<file path="config.mk">
export PLATFORM = sky130hd
export DESIGN_NAME = mult_secuencial_8b
export DESIGN_NICKNAME = d
export VERILOG_FILES = /design/src/rtl/mult_secuencial_8b.sv
export SDC_FILE = /design/constraint.sdc
export NUM_CORES = 1
export LEC_CHECK = 0
export ABC_AREA = 0
export CAP_MARGIN = 15
export CORE_ASPECT_RATIO = 2
export CORE_MARGIN = 2
export CORE_UTILIZATION = 35
export CTS_CLUSTER_SIZE = 25
export DETAILED_ROUTE_END_ITERATION = 12
export DONT_BUFFER_PORTS = 1
export PLACE_DENSITY = 0.55
export SETUP_SLACK_MARGIN = 0.02
export SYNTH_ARGS = -nofsm -noshare
export SYNTH_HDL_FRONTEND = slang
export SYNTH_HIERARCHICAL = 1
export SYNTH_SLANG_ARGS = --single-unit
</file>
<file path="constraint.sdc">
create_clock -name clk -period 2.3 [get_ports clk]
set_input_delay 0.46 -clock clk [delete_from_list [all_inputs] [get_ports clk]]
set_output_delay 0.46 -clock clk [all_outputs]
set_load 0.05 [all_outputs]
</file>
<file path="src/rtl/mult_secuencial_8b.sv">
// ---------------------------------------------------------------------------
// mult_secuencial_8b
// Sequential 8x8 unsigned shift-and-add multiplier. One partial sum is formed
// per clock through a single adder8B instance; eight iterations are needed
// for each product.
//
// Ports:
//   clk       in   system clock, rising edge
//   rst_n     in   asynchronous active-low reset
//   inicio    in   start request (accepted in REPOSO or FIN)
//   a         in   [7:0]  unsigned multiplicand, captured on start
//   b         in   [7:0]  unsigned multiplier, captured on start
//   producto  out  [15:0] registered product, updated on entry to FIN
//   listo     out  one-cycle pulse: producto newly valid
//   ocupado   out  high while iterating (state CALCULO)
//
// Also contains adder8B, the 8-bit ripple adder with carry in/out used for
// every partial sum.
// ---------------------------------------------------------------------------

module adder8B (
    input  logic [7:0] a,
    input  logic [7:0] b,
    input  logic       entAcarreo,
    output logic [7:0] suma,
    output logic       salAcarreo
);

    // 9-bit sum; the carry out forms the top bit
    assign {salAcarreo, suma} = {1'b0, a} + {1'b0, b} + {8'd0, entAcarreo};

endmodule

module mult_secuencial_8b (
    input  logic        clk,
    input  logic        rst_n,
    input  logic        inicio,
    input  logic [7:0]  a,
    input  logic [7:0]  b,
    output logic [15:0] producto,
    output logic        listo,
    output logic        ocupado
);

    typedef enum logic [1:0] {
        REPOSO  = 2'd0,
        CALCULO = 2'd1,
        FIN     = 2'd2
    } state_t;

    state_t      state_r;
    state_t      state_s;

    logic [7:0]  mcand_r;
    logic [7:0]  mplier_r;
    logic [7:0]  acc_r;
    logic [2:0]  cnt_r;
    logic [15:0] producto_r;
    logic        listo_r;
    logic        ocupado_r;

    logic        load_s;
    logic        step_s;
    logic        last_s;
    logic [7:0]  addend_s;
    logic [7:0]  sum_s;
    logic        carry_s;
    logic [7:0]  acc_shift_s;
    logic [7:0]  mplier_shift_s;

    // State register
    always_ff @(posedge clk or negedge rst_n) begin
        if (!rst_n) begin
            state_r <= REPOSO;
        end else begin
            state_r <= state_s;
        end
    end

    // Next-state logic; an undefined encoding falls back to REPOSO
    always_comb begin
        state_s = state_r;
        case (state_r)
            REPOSO: begin
                if (inicio) begin
                    state_s = CALCULO;
                end else begin
                    state_s = REPOSO;
                end
            end
            CALCULO: begin
                if (cnt_r == 3'd7) begin
                    state_s = FIN;
                end else begin
                    state_s = CALCULO;
                end
            end
            FIN: begin
                if (inicio) begin
                    state_s = CALCULO;
                end else begin
                    state_s = REPOSO;
                end
            end
            default: begin
                state_s = REPOSO;
            end
        endcase
    end

    // Datapath control strobes and the addend selected by the multiplier LSB
    always_comb begin
        load_s = inicio && ((state_r == REPOSO) || (state_r == FIN));
        step_s = (state_r == CALCULO);
        last_s = step_s && (cnt_r == 3'd7);
        if (mplier_r[0]) begin
            addend_s = mcand_r;
        end else begin
            addend_s = 8'd0;
        end
    end

    adder8B u_adder (
        .a          (acc_r),
        .b          (addend_s),
        .entAcarreo (1'b0),
        .suma       (sum_s),
        .salAcarreo (carry_s)
    );

    // {carry, sum, multiplier} shifted right by one: the bit falling out of
    // the sum becomes the new multiplier MSB, so the low product half
    // accumulates in the multiplier register as its own bits are consumed.
    assign acc_shift_s    = {carry_s, sum_s[7:1]};
    assign mplier_shift_s = {sum_s[0], mplier_r[7:1]};

    // Operand capture, iteration and result load
    always_ff @(posedge clk or negedge rst_n) begin
        if (!rst_n) begin
            mcand_r    <= 8'd0;
            mplier_r   <= 8'd0;
            acc_r      <= 8'd0;
            cnt_r      <= 3'd0;
            producto_r <= 16'd0;
        end else if (load_s) begin
            mcand_r  <= a;
            mplier_r <= b;
            acc_r    <= 8'd0;
            cnt_r    <= 3'd0;
        end else if (step_s) begin
            acc_r    <= acc_shift_s;
            mplier_r <= mplier_shift_s;
            cnt_r    <= cnt_r + 3'd1;
            if (last_s) begin
                producto_r <= {acc_shift_s, mplier_shift_s};
            end
        end
    end

    // Status flags registered from the next state so they track state_r
    always_ff @(posedge clk or negedge rst_n) begin
        if (!rst_n) begin
            listo_r   <= 1'b0;
            ocupado_r <= 1'b0;
        end else begin
            listo_r   <= (state_s == FIN);
            ocupado_r <= (state_s == CALCULO);
        end
    end

    assign producto = producto_r;
    assign listo    = listo_r;
    assign ocupado  = ocupado_r;

endmodule

</file>
Figure 1. Cells coloured by class (run 1).
Scale: 3 px per um.
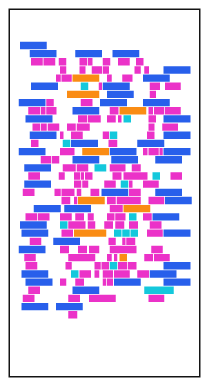
- clock drivers and dummy loads: orange (cells 8; share of their area 6.9%)
- combinational and other logic: magenta (cells 136; share of their area 46%)
- remaining buffers and delay cells: cyan (cells 15; share of their area 4.9%)
- sequential cells: blue (cells 47; share of their area 42%)

Figure 2. Clock wires, drivers and flops (run 1).
Scale: 3 px per um.
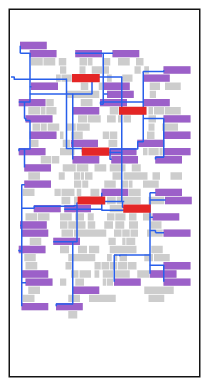
- clock wires: blue (length 571 um)
- flip-flops: purple (count 47)
- clock drivers: red (count 5)
- routed clock nets: 6

==> Changelog: implementation, run 1 <==
## Implementation

* Worst endpoint data arrival time at 2.47 ns
* Hold Crit Class: primary input to asynchronous set/reset pin
* Num CTS Buffers at 5
* CP max FO at 2
* WP data required at 2.47 ns
* Cell count after synthesis at about 190
* Async SR Flop Fraction at 100%
* Fin Hold WS at 0.0187 ns
* Simple Share, Synth at 7.86%
* Clk buf depth at 2
* FF+latch area at around 0.0012 sq mm
* Dpl ws at -0.0476 ns
* Iter 0 DRT Violations at 34
* Die width at 63.0 um
* Outcome: complete, no violations
* Setup bufs post-CTS at 1
* GR Util met2 at a little under a quarter
* DR top layer: met4
* Avg Synthesized Cell Area at 12.7 sq um
* Max Slew Vio Count at 0
* Endpoints failing setup at 0
* Top cell by count, worst path: fa_2
* Inverters at 6
* RR Startpoint: mcand_r[0]
* IO Pins at 37
* Final Hold Violation Tally at 0
* Reg2reg path depth at 8
* Layout area overhead at 19.5%
* IO Port Bufs at 0
* Core area at 0.00683 sq mm
* Mux area share at 19.8%
* FP Core Util at around 36%
* Synth Net Count at ~220
* Yosys stat area at 0.00244 sq mm
* Comb. cell area at 0.00127 sq mm
* Yosys reg bits at 47
* EDFF count, synth at 0
* Routed wl met3 at 206 um
* Area-dominant class: logic gates
* Adder-cell share of the synthesized area at 6.27%
* Gr ovfl total at 0
* Vias in the first global route at ~1700
* R2r setup slk at 0.008 ns
* Synth cell count leaders: 47 x dfrtp_1, 26 x mux2_2, 11 x a21oi_1, 11 x a22o_1
* Largest register FFs at 16
* Final core utilization at 42.6%
* Layout Nets at 235
* RSZ-0062 raised after global routing: true
* Post-synthesis cell area at 0.00244 sq mm
* Clk_buf instances at 5
* Final Wtd Congestion at 0.820
* Leading cell types in the layout, fill and taps excluded: 47 x dfrtp_1, 25 x mux2_2, 13 x buf_4, 11 x a22o_1
* Tcrit/Tclk final at 99.6%
* Fill cells at 677
* Crit path max-delay family: adder cells
* DRT met1 WL at 1960 um
* DP Cell Count at 285
* # resized after CTS at 4
Figure 3. Port wiring (run 1).
Scale: 4 px per um.
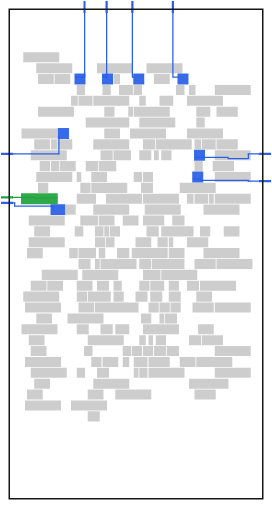
- ocupado: green (direction output; end cells 1; wire 11.4 um)
- b: blue (direction input; end cells 8; wire 135 um)

Figure 4. Placed standard cells (run 1).
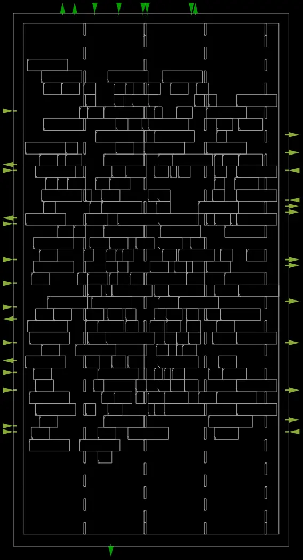
row count: 43
sequential share of cell area: 40.4%

--- run 2 (diff from run 1) ---
--- a/config.mk
+++ b/config.mk
@@ -7,13 +7,15 @@
 export LEC_CHECK = 0
 export ABC_AREA = 0
 export CAP_MARGIN = 15
+export CELL_PAD_IN_SITES_DETAIL_PLACEMENT = 0
+export CELL_PAD_IN_SITES_GLOBAL_PLACEMENT = 1
 export CORE_ASPECT_RATIO = 2
 export CORE_MARGIN = 2
 export CORE_UTILIZATION = 35
 export CTS_CLUSTER_SIZE = 25
 export DETAILED_ROUTE_END_ITERATION = 12
 export DONT_BUFFER_PORTS = 1
-export PLACE_DENSITY = 0.55
+export PLACE_DENSITY = 0.64
 export SETUP_SLACK_MARGIN = 0.02
 export SYNTH_ARGS = -nofsm -noshare
 export SYNTH_HDL_FRONTEND = slang
Figure 5. Where the registers sit (run 2).
Scale: 3 px per um. Other sequential cells in the stronger grey, the rest of the logic in the fainter grey.
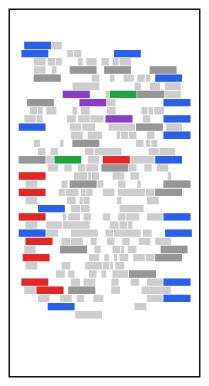
- producto: blue (placed flops 16; where spread over the die)
- mcand_r: red (placed flops 8)
- cnt_r: purple (placed flops 3)
- state_r: green (placed flops 2)

Figure 6. Port wiring (run 2).
Scale: 4 px per um.
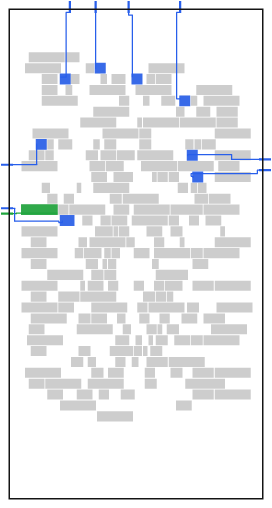
- ocupado: green (direction output; end cells 1; wire 11.4 um)
- b: blue (direction input; end cells 8; wire 142 um)

Figure 7. Cells coloured by class (run 2).
Scale: 3 px per um.
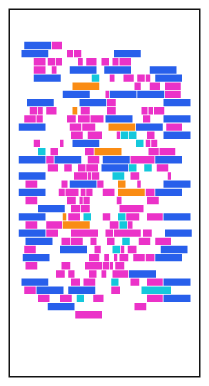
- sequential cells: blue (cells 47; share of their area 43%)
- remaining buffers and delay cells: cyan (cells 16; share of their area 5.2%)
- clock drivers and dummy loads: orange (cells 8; share of their area 5.2%)
- combinational and other logic: magenta (cells 136; share of their area 47%)

==> Changelog: implementation, run 2 <==
## Implementation

* IO Port Bufs at 0
* Worst endpoint data arrival time at 2.43 ns
* FP Core Util at 35.7%
* Yosys reg bits at 47
* DR top layer: met4
* Dpl ws at -0.0790 ns
* # resized after CTS at 5
* Post-synthesis cell area at 0.00244 sq mm
* Comb. cell area at 0.00126 sq mm
* FF+latch area at 0.00118 sq mm
* Simple Share, Synth at 7.86%
* R2r setup slk at approximately 0.042 ns
* Leading cell types in the layout, fill and taps excluded: 47 x dfrtp_1, 25 x mux2_2, 14 x buf_4, 11 x a22o_1
* Avg Synthesized Cell Area at 12.7 sq um
* WP data required at 2.47 ns
* Max Slew Vio Count at 0
* Core area at 0.00683 sq mm
* DRT met1 WL at 2100 um
* RSZ-0062 raised after global routing: true
* Routed wl met3 at 205 um
* Row count at 43
* Tcrit/Tclk final at a little under 100%
* Fin Hold WS at 0.0216 ns
* Setup bufs post-CTS at 1
* EDFF count, synth at 0
* Die Size at 0.00768 sq mm
* Sequential share of cell area at 41.2%
* Clk buf depth at 2
* Inverters at 6
* Outcome: complete, no violations
* Iter 0 DRT Violations at 94
* Cell count after synthesis at 192
* Synth cell count leaders: 47 x dfrtp_1, 26 x mux2_2, 11 x a21oi_1, 11 x a22o_1
* Yosys stat area at roughly 0.0024 sq mm
* Gr ovfl total at 0
* Crit path max-delay family: adder cells
* Area-dominant class: logic gates
* Endpoints failing setup at 0
* Clk_buf instances at 6
* GR Util met2 at 20.9%
* Die width at 63.0 um
* RR Startpoint: mplier_r[0]
* Final Hold Violation Tally at 0
* Top cell by count, worst path: fa_2
* Adder-cell share of the synthesized area at 6.27%
* Num CTS Buffers at 5
* Layout Nets at between 200 and 250
* Mux area share at 19.8%
* Vias in the first global route at 1582
* Final core utilization at between 40% and 50%
* CP max FO at 2
* DP Cell Count at 286
* Reg2reg path depth at 8
* Hold Crit Class: primary input to asynchronous set/reset pin
* Largest register FFs at 16
* Synth Net Count at 222
--- run 3 (diff from run 2) ---
--- a/config.mk
+++ b/config.mk
@@ -15,6 +15,7 @@
 export CTS_CLUSTER_SIZE = 25
 export DETAILED_ROUTE_END_ITERATION = 12
 export DONT_BUFFER_PORTS = 1
+export HOLD_SLACK_MARGIN = 0.03
 export PLACE_DENSITY = 0.64
 export SETUP_SLACK_MARGIN = 0.02
 export SYNTH_ARGS = -nofsm -noshare
Figure 8. Placed standard cells (run 3).
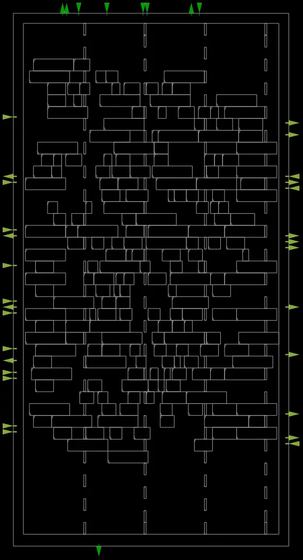
n_taps: 90
Fill cells: 689

Figure 9. Where the registers sit (run 3).
Scale: 3 px per um. Other sequential cells in the stronger grey, the rest of the logic in the fainter grey.
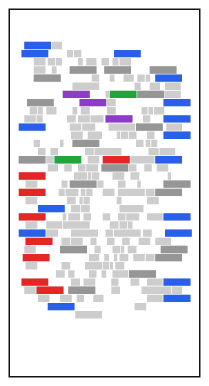
- cnt_r: purple (placed flops 3)
- producto: blue (placed flops 16; where spread over the die)
- mcand_r: red (placed flops 8)
- state_r: green (placed flops 2)
- not coloured: 18

Figure 10. Port wiring (run 3).
Scale: 4 px per um.
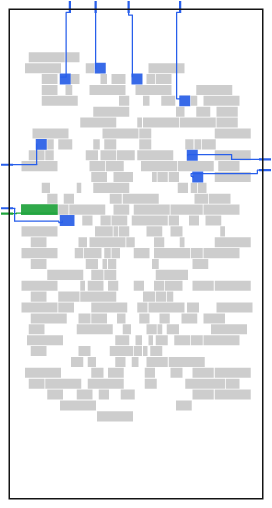
- b: blue (direction input; end cells 8; wire 142 um)
- ocupado: green (direction output; end cells 1; wire 11.4 um)

==> Changelog: implementation, run 3 <==
## Implementation

* Outcome: complete, no violations
* Synth cell count leaders: 47 x dfrtp_1, 26 x mux2_2, 11 x a21oi_1, 11 x a22o_1
* Sequential share of cell area at 41.0%
* Synth Net Count at 222
* Largest register FFs at 16
* Row count at 43
* Leading area contributor after synthesis: dfrtp_1
* Clk_buf instances at 6
* Vias per Instance at 5.12
* Comb. cell area at 0.00126 sq mm
* Dpl ws at -0.0790 ns
* Yosys reg bits at around 47
* Reg2reg path depth at 8
* Leading cell types in the layout, fill and taps excluded: 47 x dfrtp_1, 25 x mux2_2, 14 x buf_4, 11 x a22o_1
* Layout area overhead at 17.7%
* Layout Nets at 237
* Worst endpoint data arrival time at 2.43 ns
* Adder-cell share of the synthesized area at under 10%
* Num CTS Buffers at 5
* Placed instance area at 0.00260 sq mm
* Clk buf depth at 2
* Async SR Flop Fraction at 100%
* Endpoints failing setup at 0
* Hold Crit Class: primary input to register
* Die width at 63.0 um
* Final Hold Violation Tally at 0
* Gr ovfl total at 0
* FF+latch area at 0.00118 sq mm
* FP Core Util at 35.7%
* # resized after CTS at 5
* WP data required at 2.47 ns
* CP max FO at 2
* RR Startpoint: mplier_r[0]
* GR Util met2 at 20.9%
* Max Slew Vio Count at 0
* Core area at 0.00683 sq mm
* IO Port Bufs at 0
* Mux area share at 19.8%
* DR top layer: met4
* Top cell by count, worst path: fa_2
* Die Size at between 0.007 and 0.008 sq mm
* Inverters at 6
* Top cell area share at 48.3%
* Post-synthesis cell area at around 0.0024 sq mm
* Area-dominant class: logic gates
* Simple Share, Synth at 7.86%
* CP max stage delay at 0.39 ns
* RSZ-0062 raised after global routing: true
* Cell count after synthesis at 192
* EDFF count, synth at 0
* Iter 0 DRT Violations at 97
* Crit path max-delay family: adder cells
* Setup bufs post-CTS at 1
* Fin Hold WS at 0.325 ns
* Vias in the first global route at 1588
* Tcrit/Tclk final at 98.2%
* Routed wl met3 at 205 um
* Final core utilization at a little over two fifths
* Min-delay src: a[5]
* Final Wtd Congestion at 0.748
